File: config.mk
export PLATFORM = sky130hd
export DESIGN_NAME = sp_sync_ctrl
export DESIGN_NICKNAME = d
export VERILOG_FILES = /design/src/rtl/phy_pkg.sv /design/src/rtl/comma_detect.sv /design/src/rtl/sp_sync_ctrl.sv
export SDC_FILE = /design/constraint.sdc
export NUM_CORES = 1
export LEC_CHECK = 0
export ABC_AREA = 1
export CORE_MARGIN = 2
export CORE_UTILIZATION = 45
export CTS_CLUSTER_SIZE = 24
export DETAILED_ROUTE_END_ITERATION = 12
export PLACE_DENSITY_LB_ADDON = 0.05
export SYNTH_ARGS = -nofsm -noshare
export SYNTH_HDL_FRONTEND = slang
export SYNTH_SLANG_ARGS = --single-unit
File: constraint.sdc
create_clock -name clk_32f -period 1.78 [get_ports clk_32f]
set_input_delay 0.356 -clock clk_32f [delete_from_list [all_inputs] [get_ports clk_32f]]
set_output_delay 0.356 -clock clk_32f [all_outputs]
set_load 0.01 [all_outputs]
File: src/rtl/phy_pkg.sv
`default_nettype none
// ---------------------------------------------------------------------------
// phy_pkg : shared constants and state encoding for the PHY receive path
// Rev 1.0
// ---------------------------------------------------------------------------
package phy_pkg;

   localparam logic [7:0] COMMA_BC = 8'hBC;
   localparam logic [7:0] K_7C     = 8'h7C;

   typedef enum logic [1:0] {
      SEARCH  = 2'd0,
      ALIGN   = 2'd1,
      ACTIVE  = 2'd2,
      ILLEGAL = 2'd3
   } state_t;

endpackage
`default_nettype wire

File: src/rtl/comma_detect.sv
`default_nettype none
// ---------------------------------------------------------------------------
// comma_detect : serial shift register with 0xBC comparator on the new byte
// Rev 1.0
// ---------------------------------------------------------------------------
module comma_detect
   import phy_pkg::*;
(
   input  logic       clk,
   input  logic       rst,
   input  logic       data_in,
   output logic [7:0] nsr,
   output logic       is_comma
);

   // Only the low 7 history bits ever reach nsr, so the oldest bit is not stored.
   logic [6:0] sr;

   assign nsr      = {sr, data_in};
   assign is_comma = (nsr == COMMA_BC);

   always_ff @(posedge clk or posedge rst) begin
      if (rst) begin
         sr <= 7'd0;
      end else begin
         sr <= nsr[6:0];
      end
   end

endmodule
`default_nettype wire

File: src/rtl/sp_sync_ctrl.sv
`default_nettype none
// ---------------------------------------------------------------------------
// sp_sync_ctrl : comma-based byte alignment and link lock for serial RX
// Rev 1.0
// ---------------------------------------------------------------------------
module sp_sync_ctrl
   import phy_pkg::*;
#(
   parameter int BC_LOCK = 4
) (
   input  logic       clk_32f,
   input  logic       default_values,
   input  logic       data_in,
   output logic [7:0] data_out,
   output logic       valid_out,
   output logic       word_strobe,
   output logic       active,
   output logic [1:0] state_o
);

   localparam logic [3:0] LOCK = 4'(BC_LOCK);

   logic [7:0] nsr;
   logic       is_comma;
   state_t     state;
   logic [2:0] bit_cnt;
   logic [3:0] bc_cnt;
   logic       boundary;
   logic       last_comma;

   comma_detect u_comma_detect (
      .clk      (clk_32f),
      .rst      (default_values),
      .data_in  (data_in),
      .nsr      (nsr),
      .is_comma (is_comma)
   );

   assign boundary   = (bit_cnt == 3'd7);
   assign last_comma = ((bc_cnt + 4'd1) == LOCK);
   assign state_o    = state;

   always_ff @(posedge clk_32f or posedge default_values) begin
      if (default_values) begin
         state       <= SEARCH;
         bit_cnt     <= 3'd0;
         bc_cnt      <= 4'd0;
         data_out    <= 8'h00;
         valid_out   <= 1'b0;
         word_strobe <= 1'b0;
         active      <= 1'b0;
      end else begin
         word_strobe <= 1'b0;
         case (state)
            SEARCH: begin
               if (is_comma) begin
                  bit_cnt <= 3'd0;
                  bc_cnt  <= 4'd1;
                  if (LOCK == 4'd1) begin
                     state  <= ACTIVE;
                     active <= 1'b1;
                  end else begin
                     state <= ALIGN;
                  end
               end
            end
            ALIGN: begin
               bit_cnt <= bit_cnt + 3'd1;
               if (boundary) begin
                  if (is_comma) begin
                     bc_cnt <= bc_cnt + 4'd1;
                     if (last_comma) begin
                        state  <= ACTIVE;
                        active <= 1'b1;
                     end
                  end else begin
                     // Misaligned byte: restart the hunt on the next bit.
                     state  <= SEARCH;
                     bc_cnt <= 4'd0;
                  end
               end
            end
            ACTIVE: begin
               bit_cnt <= bit_cnt + 3'd1;
               if (boundary) begin
                  data_out    <= nsr;
                  word_strobe <= 1'b1;
                  valid_out   <= ~is_comma;
               end
            end
            default: begin
               state   <= SEARCH;
               active  <= 1'b0;
               bit_cnt <= 3'd0;
               bc_cnt  <= 4'd0;
            end
         endcase
      end
   end

endmodule
`default_nettype wire

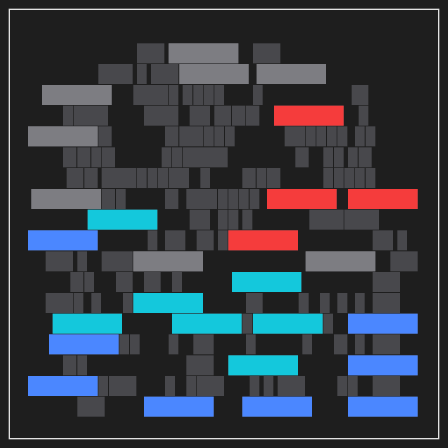
Run 1: sequential cells coloured by netlist name
u_comma_detect.sr: marked cyan, sequential cells 7, where bottom centre. bc_cnt: marked red, sequential cells 4. data_out: marked blue, sequential cells 8.
sequential standard cell area: 676 um^2
seq pwr: 722 uW

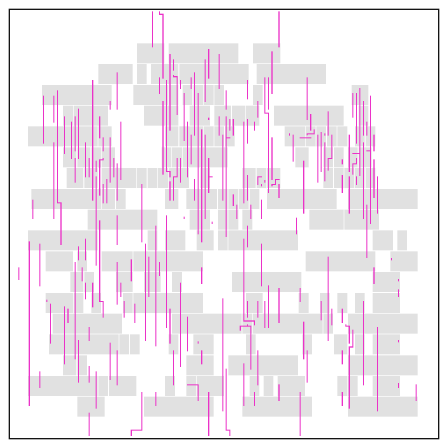
Run 1: signal wires on met2
The longest straight run is 21.4 um. The layer holds 44% of the routed length. 130 nets have wire on it. The layer carries 930 um of wire. The wires run mostly vertical.
Total Wirelength: 2.10 mm
met2 track utilization from global routing: 22.7%
vias after detailed routing: 900

==> impl_metrics.yaml, run 1 <==
# flow metrics
final_layout:
  drive_gt1_share_pct: 9.03
  filler_cell_count: 236
  largest-register: "data_out"
  final_nets: 166
  num_antenna_cells: 0
yosys:
  post_synthesis_share_of_cell_area_spent_on_full_adders_half_adders_and_majority_gates_pct: 7.20
  synth-compound-area-share_pct: 4.32
  ys_seq_share_pct: 55.6
  synth.yosys.chip_area_um2: 1220
  post_synth_inst_count: 135
  ys_sh_mux_pct: 0
  synth-edff-count: 0
  synth-seq-cells: 27
placement:
  placed_cells: 181
  post-dp-hpwl_mm: 1.49
setup_path:
  timing.reg2reg.worst_path_depth: 6
  cp_num_cells: 1
  slowest_stage: "clkdlybuf4s50_1"
  critPathArrivalTime_ps: 1320
  cp_cell_sequence: "clkdlybuf4s50_1"
  r2r_setup_slack_ps: 330
  worst-path-buf-inv: 1
  crit_family: "buffers and inverters"
  criticalPathCategory: "flip-flop to primary output"
flow_run:
  openroad.warnings: 29
power_and_ir_drop:
  power.net_switching_uw: 481
  power.combinational.fraction_pct: 27.2
  total_power_uw: 1390
  power.share.clock_pct: 20.8
  power.share.switching_pct: 34.7
global_routing:
  pin_count_of_the_biggest_net_entering_global_routing: 28
  globalRoute.totalOverflow: 0
  grt_pass1_vias: 852
  grt_antenna_before_repair: 0
  gr-usage-all-layers_pct: 14.5
floorplanning:
  floorplan.core_area_um2: 2520
  chip_area_um2: 3130
  placementRows: 18
final_timing:
  period_used_pct: 94.1
  finalHoldWorstSlack_ps: 355
  timing.final.max_slew_violations: 0
clocking:
  cts_num_sinks: 27
  cts.clk_slew.worst_paths_ps: 160
  postCtsSetupRepairBufs: 0
  cts_tree: "done"
  tritoncts.num_buffers: 3
  clock_latency_ps: 330
route:
  drc: 0
run_status:
  status: "complete, no violations"
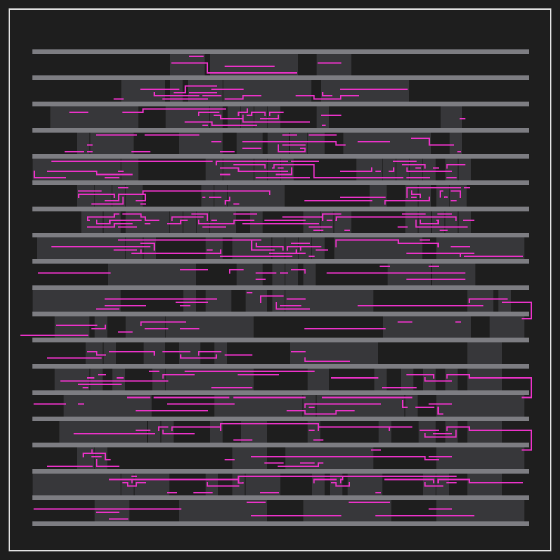
Run 1: met1 routing
Supply wires on this layer in grey.
The layer holds 49% of the routed length. The layer carries 1040 um of wire. The longest straight run is 22.5 um. 144 nets have wire on it. The wires run mostly horizontal.
met1 GRT Util: 19.3%

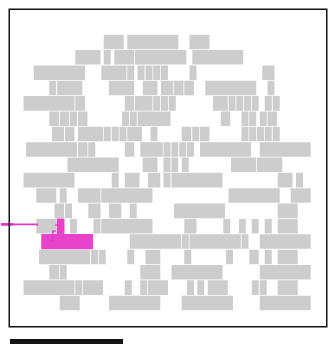
Run 1: nets reached from selected ports
Scale bar: 20 um.
data_in: marked magenta, bits 1, direction input, edge left, end cells 2, buffers 1, wire 7.80 um.
count of buffers from port buffering: 15
top-level port count: 16

run 1: layout make-up:
class	count	share of cell area [%]
Clock buffer	3	1.56
Inverter	19	4.93
Clock inverter	1	0.606
Timing Repair Buffer	17	11.4
Sequential cell	27	46.7
Multi-Input combinational cell	88	32.2
Tap cell	30	2.60
run 1: power groups by stage:
stage	clock network, uW	registers [uW]	logic, uW
floorplan	0	729	278
global placement	0	733	365
detailed placement	0	734	375
CTS	301	724	380
global route	323	730	425
finish	288	722	377
run 1: per-stage QoR:
step                      utilization [%]  area (um^2)
final                                57.3         1450
after global routing                 57.3         1450
after CTS                            57.3         1450
after detailed placement             56.1         1420
after global placement               56.1         1420
after floorplan                         -         1220
run 1: routing by layer:
metal	share of wire, %	vias to the layer above
li1	-	454
met1	49	418
met2	44	23
met3	4.2	5
met4	2.1	0
met5	0	-
## Run 2: what changed since run 1
--- a/config.mk
+++ b/config.mk
@@ -11,6 +11,7 @@
 export CTS_CLUSTER_SIZE = 24
 export DETAILED_ROUTE_END_ITERATION = 12
 export PLACE_DENSITY_LB_ADDON = 0.05
+export SLEW_MARGIN = 10
 export SYNTH_ARGS = -nofsm -noshare
 export SYNTH_HDL_FRONTEND = slang
 export SYNTH_SLANG_ARGS = --single-unit
==> run 2 against run 1 <==
Count of clock-buffer cells in the layout unchanged. Synthesized area unchanged. Critical path depth unchanged. First-iteration DRC count unchanged. Final area unchanged. Non-clock buffer count unchanged. Total power unchanged. Worst hold slack unchanged. Register-to-register slack about the same. Worst setup slack unchanged. Critical path type unchanged. Largest cell class unchanged. Largest power group unchanged. Highest routed layer unchanged.
==> impl_metrics.yaml, run 2 <==
# flow metrics
final_layout:
  sequential_cell_area_um2: 676
  final_nets: 166
  non_clock_buffer_count: 17
  drive_gt1_share_pct: 9.03
  n_sequential_cell: 27
  layout.non_clock_inverters: 19
  num_antenna_cells: 0
  filler_cell_count: 236
  final_area_um2: 1450
  seqAreaFraction_pct: 46.7
  nClkBuffers: 3
  largestClassByArea: "sequential cells"
  clock_tree_area_fraction_pct: 2.16
power_and_ir_drop:
  power.share.switching_pct: 34.7
  power.share.clock_pct: 20.8
  power.combinational.fraction_pct: 27.2
route:
  drc: 0
  total_length_of_routed_met2_wires_um: 930
  detail_route.wirelength.met1_mm: 1.04
  dr_total_vias: 900
global_routing:
  pin_count_of_the_biggest_net_entering_global_routing: 28
  use_met2_pct: 22.7
  globalRoute.totalOverflow: 0
placement:
  place.port_buffers: 15
  post-dp-hpwl_mm: 1.49
yosys:
  post_synthesis_share_of_cell_area_spent_on_full_adders_half_adders_and_majority_gates_pct: 7.20
  synth-compound-area-share_pct: 4.32
  synth-seq-cells: 27
  synth-edff-count: 0
  ys_sh_mux_pct: 0
  post_synth_inst_count: 135
  synth.yosys.chip_area_um2: 1220
final_timing:
  finalHoldWorstSlack_ps: 355
  period_used_pct: 94.1
  timing.final.max_slew_violations: 0
clocking:
  cts.clk_slew.worst_paths_ps: 160
  clock_latency_ps: 330
  tritoncts.num_buffers: 3
setup_path:
  crit_family: "buffers and inverters"
  cp_cell_sequence: "clkdlybuf4s50_1"
  critPathArrivalTime_ps: 1320
flow_run:
  openroad.warnings: 29
run_status:
  status: "complete, no violations"
## run 2: power groups by stage
stage / logic (uW) / clock network [uW] / registers [uW]
2_1_floorplan: 278 / 0 / 729
3_3_place_gp: 365 / 0 / 733
3_5_place_dp: 375 / 0 / 734
4_1_cts: 380 / 301 / 724
5_1_grt: 425 / 323 / 730
6_report: 377 / 288 / 722
## run 2: worst paths after layout
check / end / slack, ps / depth (start not counted)
setup / recovery: state_o[1] / 110 / 1
hold / removal: word_strobe / 360 / 3
setup reg to reg: active / 330 / 6
hold reg to reg: u_comma_detect.sr[6] / 400 / 0
max in group asynchronous: bc_cnt[3] / 1170 / 3
min in group clk_32f: u_comma_detect.sr[6] / 400 / 0
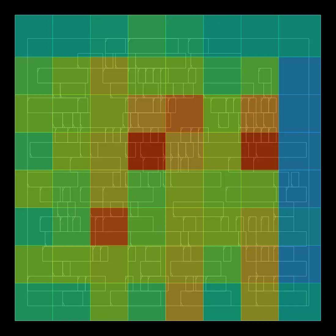
Run 2: congestion heat map
Avg WL per Cell: 11.4 um
busiest metal layer after global routing: met2

No activity file was given, so power comes from the tool's default toggle rates.
